Fig. 1: supply network
Scale bar: 20 um. Pins as bars on the die edge.
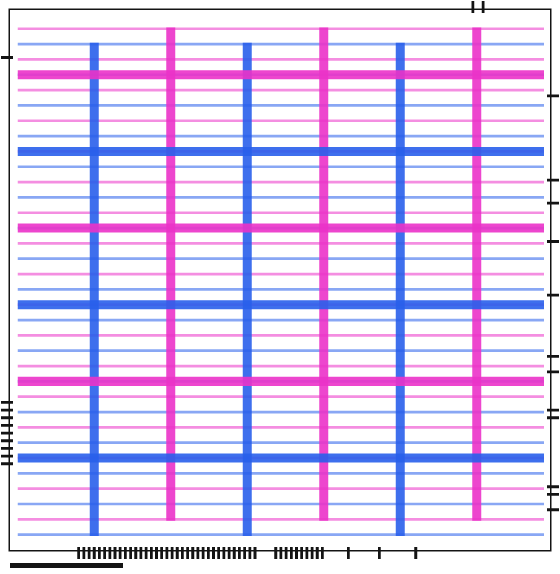
Fig. 2: placement by cell class
Scale bar: 20 um.
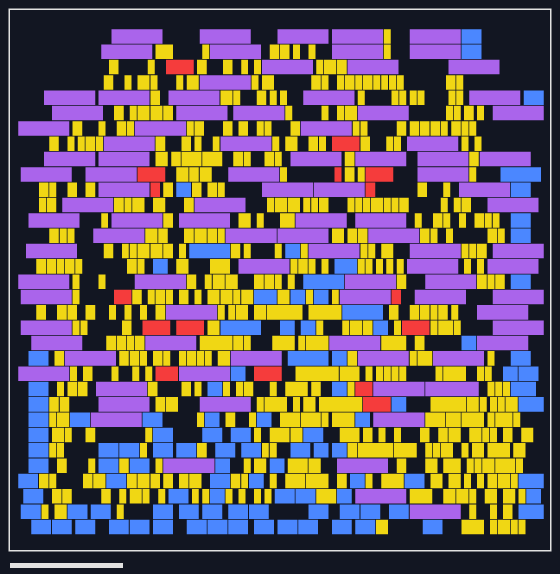
$ cat src/rtl/dff_bank_rr_ctrl.sv
// Shared flip-flop register bank with a round-robin arbiter and a two-state
// (IDLE/EXEC) controller. Each transaction services one requester's
// read, write, set-word or clear-word command.
module dff_bank_rr_ctrl #(
    parameter int unsigned NREQ  = 4,
    parameter int unsigned DEPTH = 8,
    parameter int unsigned WIDTH = 8,
    parameter int unsigned AW    = 3
) (
    input  logic                  clock,
    input  logic                  reset,
    input  logic [NREQ-1:0]       req,
    input  logic [2*NREQ-1:0]     op,
    input  logic [AW*NREQ-1:0]    addr,
    input  logic [WIDTH*NREQ-1:0] wdata,
    output logic [NREQ-1:0]       gnt,
    output logic [WIDTH-1:0]      rdata,
    output logic                  rvalid,
    output logic                  busy
);

    localparam int unsigned PW = (NREQ > 1) ? $clog2(NREQ) : 1;

    localparam logic [1:0] OpRead  = 2'b00;
    localparam logic [1:0] OpWrite = 2'b01;
    localparam logic [1:0] OpSet   = 2'b10;
    localparam logic [1:0] OpClear = 2'b11;

    typedef enum logic [0:0] {StIdle, StExec} state_e;

    state_e            state_q;
    logic [PW-1:0]     ptr_q;
    logic [PW-1:0]     cmd_idx_q;
    logic [1:0]        cmd_op_q;
    logic [AW-1:0]     cmd_addr_q;
    logic [WIDTH-1:0]  cmd_wdata_q;
    logic [WIDTH-1:0]  bank_q [DEPTH];

    logic              win_valid;
    logic [PW-1:0]     win_idx;
    logic [NREQ-1:0]   win_onehot;
    logic [1:0]        win_op;
    logic [AW-1:0]     win_addr;
    logic [WIDTH-1:0]  win_wdata;
    logic [WIDTH-1:0]  win_rd;
    int unsigned       scan_idx;

    // Round-robin scan starting at ptr, then pick the winner's command slices.
    always_comb begin
        win_valid  = 1'b0;
        win_idx    = '0;
        scan_idx   = 0;
        win_onehot = '0;
        win_op     = OpRead;
        win_addr   = '0;
        win_wdata  = '0;
        win_rd     = '0;
        for (int unsigned i = 0; i < NREQ; i++) begin
            scan_idx = (32'(ptr_q) + i) % NREQ;
            if (!win_valid && req[PW'(scan_idx)]) begin
                win_valid = 1'b1;
                win_idx   = PW'(scan_idx);
            end
        end
        for (int unsigned i = 0; i < NREQ; i++) begin
            if (win_valid && (PW'(i) == win_idx)) begin
                win_onehot[i] = 1'b1;
                win_op        = op[2*i +: 2];
                win_addr      = addr[AW*i +: AW];
                win_wdata     = wdata[WIDTH*i +: WIDTH];
            end
        end
        // Out-of-range addresses match no word and read back as zero.
        for (int unsigned j = 0; j < DEPTH; j++) begin
            if (AW'(j) == win_addr) begin
                win_rd = bank_q[j];
            end
        end
    end

    // Controller: latch the winner in IDLE, present ack/read data during EXEC.
    always_ff @(posedge clock or negedge reset) begin
        if (!reset) begin
            state_q     <= StIdle;
            ptr_q       <= '0;
            cmd_idx_q   <= '0;
            cmd_op_q    <= OpRead;
            cmd_addr_q  <= '0;
            cmd_wdata_q <= '0;
            gnt         <= '0;
            rdata       <= '0;
            rvalid      <= 1'b0;
            busy        <= 1'b0;
        end else begin
            unique case (state_q)
                StIdle: begin
                    if (win_valid) begin
                        state_q     <= StExec;
                        cmd_idx_q   <= win_idx;
                        cmd_op_q    <= win_op;
                        cmd_addr_q  <= win_addr;
                        cmd_wdata_q <= win_wdata;
                        gnt         <= win_onehot;
                        busy        <= 1'b1;
                        rvalid      <= (win_op == OpRead);
                        rdata       <= (win_op == OpRead) ? win_rd : '0;
                    end else begin
                        gnt    <= '0;
                        busy   <= 1'b0;
                        rvalid <= 1'b0;
                        rdata  <= '0;
                    end
                end
                StExec: begin
                    state_q <= StIdle;
                    ptr_q   <= (cmd_idx_q == PW'(NREQ - 1)) ? '0 : cmd_idx_q + 1'b1;
                    gnt     <= '0;
                    busy    <= 1'b0;
                    rvalid  <= 1'b0;
                    rdata   <= '0;
                end
                default: begin
                    state_q <= StIdle;
                end
            endcase
        end
    end

    // Bank update on the closing edge of EXEC; reset clears every word.
    always_ff @(posedge clock or negedge reset) begin
        if (!reset) begin
            for (int unsigned j = 0; j < DEPTH; j++) begin
                bank_q[j] <= '0;
            end
        end else if (state_q == StExec) begin
            for (int unsigned j = 0; j < DEPTH; j++) begin
                if (AW'(j) == cmd_addr_q) begin
                    unique case (cmd_op_q)
                        OpWrite: bank_q[j] <= cmd_wdata_q;
                        OpSet:   bank_q[j] <= '1;
                        OpClear: bank_q[j] <= '0;
                        default: ;
                    endcase
                end
            end
        end
    end

endmodule
$ cat config.mk
export PLATFORM = sky130hd
export DESIGN_NAME = dff_bank_rr_ctrl
export DESIGN_NICKNAME = d
export VERILOG_FILES = /design/src/rtl/dff_bank_rr_ctrl.sv
export SDC_FILE = /design/constraint.sdc
export NUM_CORES = 1
export LEC_CHECK = 0
export ABC_AREA = 1
export CORE_UTILIZATION = 54
export DETAILED_ROUTE_END_ITERATION = 16
export GPL_TIMING_DRIVEN = 1
export PLACE_DENSITY_LB_ADDON = 0.08
export REMOVE_ABC_BUFFERS = 1
export SLEW_MARGIN = 5
export SYNTH_ARGS = -nofsm -noshare
export SYNTH_HDL_FRONTEND = slang
export SYNTH_SLANG_ARGS = --single-unit
$ cat constraint.sdc
create_clock -name clock -period 3.1 [get_ports clock]
set_input_delay 0.775 -clock clock [delete_from_list [all_inputs] [get_ports clock]]
set_output_delay 0.775 -clock clock [all_outputs]
set_load 0.01 [all_outputs]
==> results.ini <==
[timing]
holdWs_ps = 446
period_needed_ps = 2880

[clocking]
cts.hold.buffers_added = 0
clock_sinks = 95
cts_tree = yes
worstSkewPairLatency_ps = 370

[synthesis]
most_common_cell = sky130_fd_sc_hd__nand2_1
yosys_cell_count = 590
topCellsByArea = sky130_fd_sc_hd__dfrtp_1 (50%), sky130_fd_sc_hd__nand2_1 (15%), sky130_fd_sc_hd__o21ai_0 (12%), sky130_fd_sc_hd__nand4_1 (3.4%), sky130_fd_sc_hd__nand3_1 (3.3%)
synth.ff_latch_count = 95
top_cell_area_share = 0.500
ff_type = sky130_fd_sc_hd__dfrtp_1
synth.cell_area_sq_mm = 0.00475
synth_cells = 590

[final_layout]
largest_register_ff_count = 64
inverters_excl_clock = 41
flow.area_growth_from_synthesis_pct = 30.1
n_clock_buffer = 10
count_of_plain_and_timing_repair_buffers_in_the_layout = 105
largest_register = bank_q
finalNetCount = 746
logic_gates = 435
mi_logic_area_sq_mm = 0.00229

[critical_path]
end_kind = flop
setup.worst_path.start_class = flop
critical_path_peak_fanout = 9

[placement]
dpl_cell_area_sq_mm = 0.00573
dp_slack_ps = -453
routability_driven_placement_congestion_ratio = 0.884

[grt]
grt_max_degree = 56
gr-usage-met3 = 0.0411

[floorplan]
fp.dieArea_sq_mm = 0.00918

[flow_run]
warnings = 25

[status]
run_status = complete, no violations

## Picture notes: Fig. 1
legend:
  VDD:
    colour: magenta
  VSS:
    colour: blue
met1 rails: 34
rows: 33
die x size: 95.8 um
Core Box Area: 0.00838 sq mm

## Picture notes: Fig. 2
legend:
  remaining logic cells:
    colour: yellow
    cells: 476
  registers:
    colour: purple
    cells: 95
  remaining buffers and delay cells:
    colour: blue
    cells: 105
  clock drivers and dummy loads:
    colour: red
    cells: 16
final core utilization: 0.738
placement row count: 33
final instance area: 0.00618 sq mm
flip-flop and latch share of the layout cell area: 0.385

## worst paths after layout
check                      depth (start not counted)         end  slack [ps]        from
hold / removal                                     1      gnt[2]         450       reset
setup reg to reg                                  18    rdata[7]         220    ptr_q[0]
setup / recovery                                  18    rdata[7]         220    ptr_q[0]
max in group asynchronous                          2  bank_q[28]        1970       reset
min in group clock                                 2  bank_q[47]         490  bank_q[47]
hold reg to reg                                    2  bank_q[47]         490  bank_q[47]
## worst register-to-register path: cells and delay by family, from the launching register on
family / cells / cell delay [ps]
flops: 1 / 490
simple gates: 14 / 1830
buf+inv: 2 / 260
compound gates: 2 / 220
## layout by cell type (no fill, tap or decap), types with 3 or more instances in the layout
cell type and count:
sky130_fd_sc_hd__nor2_2 6, sky130_fd_sc_hd__clkbuf_8 9, sky130_fd_sc_hd__dlymetal6s2s_1 4, sky130_fd_sc_hd__o21ai_0 108
sky130_fd_sc_hd__buf_4 27, sky130_fd_sc_hd__o21ai_1 3, sky130_fd_sc_hd__dfrtp_1 94, sky130_fd_sc_hd__nand2_2 21
sky130_fd_sc_hd__nor2_1 20, sky130_fd_sc_hd__nand3_2 13, sky130_fd_sc_hd__nand4_1 26, sky130_fd_sc_hd__inv_1 32
sky130_fd_sc_hd__clkinv_2 3, sky130_fd_sc_hd__or2_0 3, sky130_fd_sc_hd__a21oi_1 3, sky130_fd_sc_hd__nand3_1 22
sky130_fd_sc_hd__buf_12 6, sky130_fd_sc_hd__nand2_4 4, sky130_fd_sc_hd__nand3_4 3, sky130_fd_sc_hd__nand2_1 169
sky130_fd_sc_hd__inv_2 9, sky130_fd_sc_hd__clkdlybuf4s50_1 66, sky130_fd_sc_hd__a31oi_1 8, sky130_fd_sc_hd__nor2_4 8
sky130_fd_sc_hd__or2_2 3
